### config.mk
export PLATFORM = sky130hd
export DESIGN_NAME = key_cmd
export DESIGN_NICKNAME = d
export VERILOG_FILES = /design/src/rtl/key_cmd_pkg.sv /design/src/rtl/key_debounce.sv /design/src/rtl/key_cmd.sv
export SDC_FILE = /design/constraint.sdc
export NUM_CORES = 1
export LEC_CHECK = 0
export CAP_MARGIN = 15
export CORE_MARGIN = 2
export CORE_UTILIZATION = 60
export DETAILED_ROUTE_END_ITERATION = 10
export GPL_TIMING_DRIVEN = 0
export PLACE_DENSITY_LB_ADDON = 0.15
export SLEW_MARGIN = 40
export SYNTH_ARGS = -nofsm -noshare
export SYNTH_HDL_FRONTEND = slang
export SYNTH_SLANG_ARGS = --single-unit
export TNS_END_PERCENT = 100
### constraint.sdc
create_clock -name clk -period 5.1 [get_ports clk]
set_input_delay 0.765 -clock clk [delete_from_list [all_inputs] [get_ports clk]]
set_output_delay 0.765 -clock clk [all_outputs]
set_load 0.02 [all_outputs]
### src/rtl/key_cmd_pkg.sv
// ============================================================================
// Module : key_cmd_pkg
// Brief  : Shared game constants (clock, tick rate, debounce time) and helpers
// Rev    : 1.0 - initial release
// ============================================================================
`default_nettype none

package key_cmd_pkg;

  localparam int c_CLK_HZ     = 100_000_000;
  localparam int c_TICK_HZ    = 20;
  localparam int c_TICK_DIV   = c_CLK_HZ / c_TICK_HZ;
  localparam int c_DEB_CYCLES = 1_000_000;

  // Width of a counter whose largest stored value is terminal-1; never zero.
  function automatic int cnt_width(input int terminal);
    return (terminal > 1) ? $clog2(terminal) : 1;
  endfunction

endpackage

`default_nettype wire

### src/rtl/key_debounce.sv
// ============================================================================
// Module : key_debounce
// Brief  : 2-flop synchronizer, counting debouncer and rising-edge detector
// Rev    : 1.0 - initial release
// ============================================================================
`default_nettype none

module key_debounce
  import key_cmd_pkg::*;
#(
  parameter int DEB_CYCLES = c_DEB_CYCLES
) (
  input  logic clk,
  input  logic rst,
  input  logic i_raw,
  output logic o_press
);

  localparam int             c_W    = cnt_width(DEB_CYCLES);
  localparam logic [c_W-1:0] c_LAST = c_W'(DEB_CYCLES - 1);

  logic           r_sync1;
  logic           r_sync2;
  logic           r_level;
  logic           r_level_d;
  logic [c_W-1:0] r_cnt;

  always_ff @(posedge clk or posedge rst) begin
    if (rst) begin
      r_sync1   <= 1'b0;
      r_sync2   <= 1'b0;
      r_level   <= 1'b0;
      r_level_d <= 1'b0;
      r_cnt     <= '0;
    end else begin
      r_sync1   <= i_raw;
      r_sync2   <= r_sync1;
      r_level_d <= r_level;
      // Any cycle agreeing with the accepted level restarts the stability count.
      if (r_sync2 != r_level) begin
        if (r_cnt == c_LAST) begin
          r_level <= r_sync2;
          r_cnt   <= '0;
        end else begin
          r_cnt <= r_cnt + 1'b1;
        end
      end else begin
        r_cnt <= '0;
      end
    end
  end

  assign o_press = r_level & ~r_level_d;

endmodule

`default_nettype wire

### src/rtl/key_cmd.sv
// ============================================================================
// Module : key_cmd
// Brief  : Game tick divider plus latched jump/down requests and restart pulse
// Rev    : 1.0 - initial release
// ============================================================================
`default_nettype none

module key_cmd
  import key_cmd_pkg::*;
#(
  parameter int TICK_DIV   = c_TICK_DIV,
  parameter int DEB_CYCLES = c_DEB_CYCLES
) (
  input  logic clk,
  input  logic rst,
  input  logic key_jump_raw,
  input  logic key_down_raw,
  input  logic dead,
  output logic tick_20,
  output logic kp_jump,
  output logic kp_down,
  output logic restart
);

  localparam int             c_TW    = cnt_width(TICK_DIV);
  localparam logic [c_TW-1:0] c_TLAST = c_TW'(TICK_DIV - 1);

  logic            w_press_jump;
  logic            w_press_down;
  logic            w_tick;
  logic [c_TW-1:0] r_tick_cnt;
  logic            r_jump_pend;
  logic            r_down_pend;
  logic            r_restart;

  key_debounce #(.DEB_CYCLES(DEB_CYCLES)) u_deb_jump (
    .clk     (clk),
    .rst     (rst),
    .i_raw   (key_jump_raw),
    .o_press (w_press_jump)
  );

  key_debounce #(.DEB_CYCLES(DEB_CYCLES)) u_deb_down (
    .clk     (clk),
    .rst     (rst),
    .i_raw   (key_down_raw),
    .o_press (w_press_down)
  );

  assign w_tick = (r_tick_cnt == c_TLAST);

  always_ff @(posedge clk or posedge rst) begin
    if (rst) begin
      r_tick_cnt <= '0;
    end else if (w_tick) begin
      r_tick_cnt <= '0;
    end else begin
      r_tick_cnt <= r_tick_cnt + 1'b1;
    end
  end

  // A press landing in the tick cycle survives that tick and waits for the next.
  always_ff @(posedge clk or posedge rst) begin
    if (rst) begin
      r_jump_pend <= 1'b0;
      r_down_pend <= 1'b0;
      r_restart   <= 1'b0;
    end else begin
      r_restart <= dead & w_press_jump;
      if (dead) begin
        r_jump_pend <= 1'b0;
        r_down_pend <= 1'b0;
      end else begin
        r_jump_pend <= w_press_jump | (r_jump_pend & ~w_tick);
        r_down_pend <= w_press_down | (r_down_pend & ~w_tick);
      end
    end
  end

  assign tick_20 = w_tick;
  assign kp_jump = r_jump_pend;
  assign kp_down = r_down_pend & ~r_jump_pend;
  assign restart = r_restart;

endmodule

`default_nettype wire

Fig. 1: cell placement
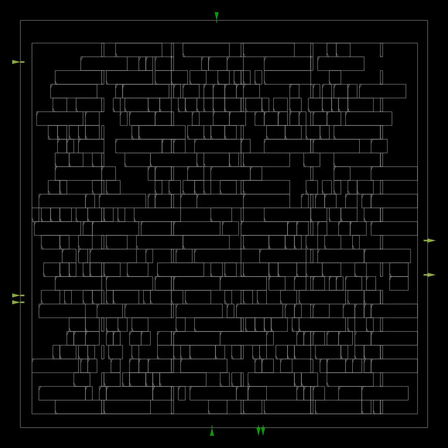
sequential portion of the cell area: 47.21%
layout filler cell count: 441
row count: 27
Core Area: 5608 um2
non-filler instance count after layout: 444

Fig. 2: cells by drive strength
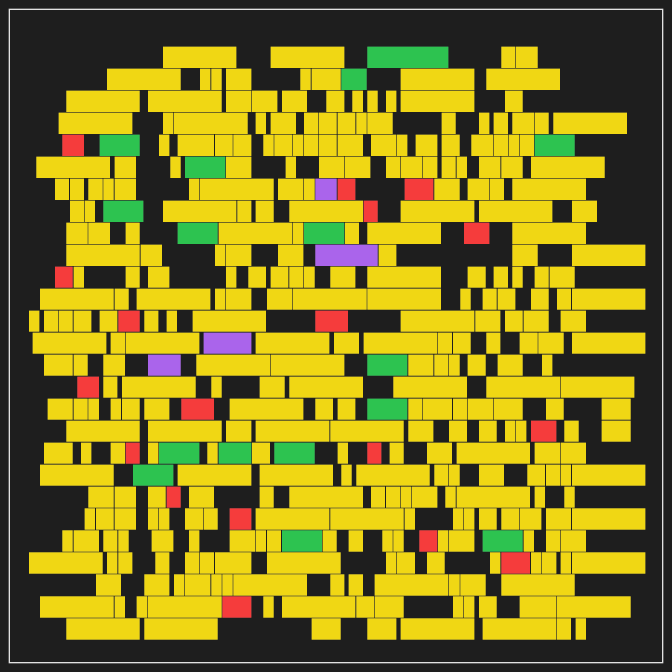
legend:
  x3 and x4:
    colour: purple
    cells: 4
    share: 1.1%
  x6 and larger:
    colour: green
    cells: 16
    share: 4.3%
    most_used: clkbuf_8
  x2:
    colour: red
    cells: 18
    share: 4.8%
  x1 and smaller:
    colour: yellow
    cells: 334
    share: 90%
    most_used: dfrtp_1

==> flow_summary.json <==
{
  "grt_max_degree": 58,
  "synthArstFlopShare_pct": 100.0,
  "startpoint_type": "flip-flop",
  "worst_slew_pin_slew_ns": 0.5516,
  "pre_cts_ws_ns": 1.879,
  "max-vdd-ir-drop_uv": 187.4,
  "reg_top3": "r_tick_cnt: 23 flops, u_deb_down.r_cnt: 20 flops, u_deb_jump.r_cnt: 20 flops",
  "cp.depth": 6,
  "fin_ws_ns": 1.497,
  "synth.most_common_cell": "dfrtp_1",
  "hold_viol": 0,
  "antenna_found_initial": 0,
  "totalPowerFinal_mw": 1.059,
  "crit_arrival_ns": 2.84,
  "post_cts_resized": 0,
  "max_stage_delay_ns": 0.70,
  "crit_family": "buffers and inverters",
  "max_freq_ghz": 0.2776,
  "layout_top_cells": "dfrtp_1 (74), nor2_1 (36), xnor2_1 (25), nand2_1 (23), a21oi_1 (21)",
  "placed_area_um2": 3729,
  "largest_register_ffs": 23,
  "routed_via_density": 5.842,
  "rsz0062_at_grt": "no",
  "ys_types": 38,
  "grt_pass1_vias": 2511,
  "cts_setup_buffers": 0,
  "drt_iter0_drc": 185,
  "fin_area_um2": 3923,
  "crit_type": "reg -> out",
  "regArea_um2": 1852,
  "min_period_over_period_pct": 70.64,
  "cts_tree": "yes",
  "clk_path_buf_depth": 2,
  "cap_viol_max_count": 0,
  "drive_above_1_share_pct": 10.22,
  "hold_ws_ns": 0.3523,
  "final_common_cell": "dfrtp_1",
  "hpwl_mm": 4.619,
  "hold_path.class": "reg -> reg",
  "yosys_cells": 348,
  "postSynthCellCount": 348,
  "clkTransAtPathRegs_ns": 0.08,
  "reg2reg_from": "u_deb_down.r_cnt[0]$_DFF_PP0_",
  "synthTopCellsByCount": "dfrtp_1 (74), nor2_1 (36), xnor2_1 (25), nand2_1 (23), a21oi_1 (21)",
  "worst-path-buf-inv": 2,
  "syn_avg_cell_area_um2": 10.13,
  "ys_area_um2": 3526,
  "fin_crit_ns": 3.603,
  "antenna_cells": 0,
  "clock_sinks": 74,
  "endpoint": "tick_20",
  "initCoreUtil_pct": 62.87,
  "num_vias": 2594,
  "reg2reg_slack_ns": 2.92,
  "cp_max_fo": 10,
  "overflow": 0,
  "xor_area_share_pct": 9.688,
  "startpoint": "r_tick_cnt[0]$_DFF_PP0_",
  "postCtsHoldBufs": 0,
  "synth-main-ff-cell": "dfrtp_1",
  "mappedNetlistArea_um2": 3526,
  "ys_sh_simple_pct": 25.16,
  "end_kind": "output port",
  "routabilityCongestion": 0.8316,
  "dieHeight_um": 80.66,
  "synth_nets": 356,
  "yosysSeqAreaShare_pct": 52.52,
  "synth-edff-count": 0,
  "area_growth_pct": 11.25,
  "slowest_stage": "clkdlybuf4s50_1",
  "status": "finished clean",
  "numCtsBuffers": 9,
  "top_area_share_pct": 52.52,
  "worst_ep_required_time_ns": 4.34,
  "regMostFlops": "r_tick_cnt",
  "first_pass_iters": 4,
  "ys_sh_adder_pct": 1.065,
  "path_cells": "ha_1, nand3_1, or3_1, nor2_1, buf_1, clkdlybuf4s50_1",
  "top_cells_by_area": "dfrtp_1 (53%), xnor2_1 (6.2%), nor2_1 (3.8%), xor2_1 (3.5%), a21oi_1 (3.0%)",
  "nets": 376,
  "io_pins": 9,
  "routedWlPerCell_um": 14.69,
  "setup_viol_count_final": 0,
  "grt_pass1_wl_mm": 11.44,
  "io_buffer_count": 8,
  "ys_sh_aoi_pct": 7.878,
  "slew_violations": 0,
  "logic_area_um2": 1572,
  "top_area_cell": "dfrtp_1",
  "synth_flops": 74,
  "htree_levels": 3,
  "p_leak_nw": 1.596,
  "reg2regPathDepth": 6,
  "timing.rr.end": "u_deb_down.r_cnt[18]$_DFF_PP0_",
  "hold_start": "u_deb_down.r_sync1$_DFF_PP0_",
  "die_x_um": 80.66,
  "warning_count": 26,
  "slew_headroom_pct": 63.03,
  "yosys_warnings": 0,
  "clock_skew_ns": 0.008089,
  "top_logic_kind": "simple AND/OR/NAND/NOR gates",
  "clk_latency_ns": 0.34,
  "postRouteAntennaNets": 0,
  "drc_errors": 0,
  "ys_sh_mux_pct": 0.6388,
  "cts_root_buf": "clkbuf_8",
  "final.setup.tns_ns": 0,
  "dieArea_um2": 6506,
  "powerDensity_nw_per_um2": 270.1
}
Fig. 3: register map, names as in the netlist
Bar = 20 um. Other sequential cells in the stronger grey, the rest of the logic in the fainter grey.
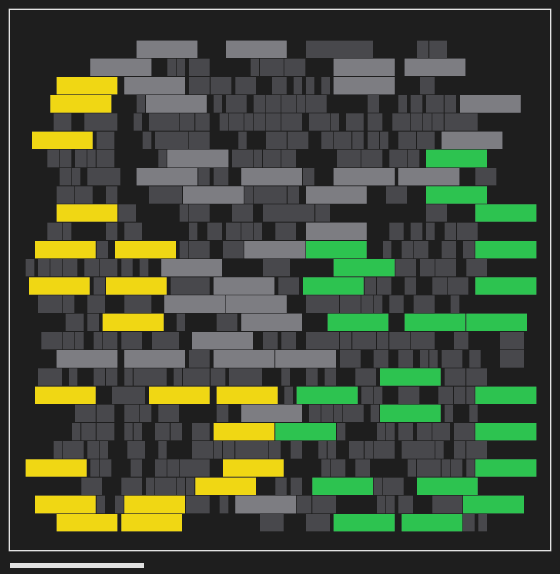
legend:
  r_tick_cnt:
    colour: green
    placed_flops: 23
  u_deb_down.r_cnt:
    colour: yellow
    placed_flops: 20
not coloured: 31

Fig. 4: routed metal per tile
16 x 16 tiles, from dark blue (low) to red (high), scaled to the fullest tile. Values are wire area over tile area, all layers added.
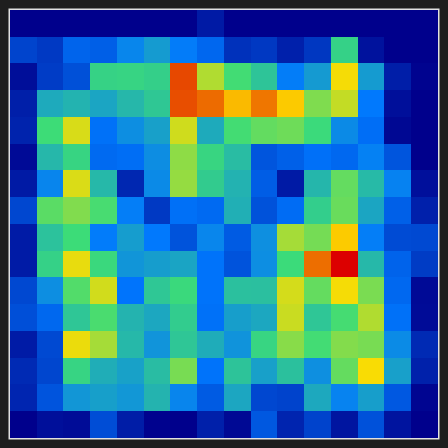
densest ninth of the die: top centre
nearly empty tiles: 11%
mean over tiles: 0.16
tiles over half the peak: 20%
fullest tile: 0.50
WL final: 6.524 mm
Tot GR Track Use: 23.00%

## area by class of cell
cell class,instances,share of cell area [%]
sequential,74,47.21
multi-input combinational,249,40.06
clock buffer,13,4.561
timing repair buffer,9,2.743
tap,72,2.297
inverter,18,1.850
buffer,7,1.021
clock inverter,2,0.2552
## per-stage QoR
stage | util (%) | std cells
final | 69.95 | 444
after global routing | 69.95 | 444
after CTS | 69.86 | 444
after detailed placement | 66.49 | 429
after global placement | 65.91 | 428
after floorplan | - | 348
## cells by family after synthesis
| kind of cell | count (synthesis) |
|---|---|
| AND-OR/OR-AND | 45 |
| AND/OR/NAND/NOR | 160 |
| buffers and inverters | 25 |
| flip-flops | 74 |
| adder cells (fa/ha/maj) | 3 |
| XOR/XNOR | 39 |
| multiplexers | 2 |
## power breakdown
part / leakage, nW / switching (mW) / internal (mW) / total (mW)
clock network: 0.101 / 0.203 / 0.226 / 0.428
registers: 1.01 / 0.00516 / 0.592 / 0.597
logic: 0.490 / 0.0224 / 0.0116 / 0.0340
total: 1.60 / 0.230 / 0.829 / 1.06
## how the worst min path moves through the flow
stage                              endpoint  slack, ns  depth (start not counted)
2_1_floorplan  u_deb_down.r_sync2$_DFF_PP0_       0.33                          0
3_3_place_gp   u_deb_jump.r_sync2$_DFF_PP0_       0.33                          0
3_5_place_dp   u_deb_down.r_sync2$_DFF_PP0_       0.34                          0
4_1_cts        u_deb_down.r_sync2$_DFF_PP0_       0.35                          0
5_1_grt        u_deb_down.r_sync2$_DFF_PP0_       0.36                          0
6_report       u_deb_down.r_sync2$_DFF_PP0_       0.35                          0
## per-layer routing
layer  part of all wire (%)  up-vias  global-route usage (%)
li1                       -     1272                       -
met2                     49       46                   37.00
met4                   0.61        0                   7.288
met5                      0        -                       0
met3                    3.6        6                   7.528
met1                     46     1270                   29.48
No activity file was given, so power comes from the tool's default toggle rates.
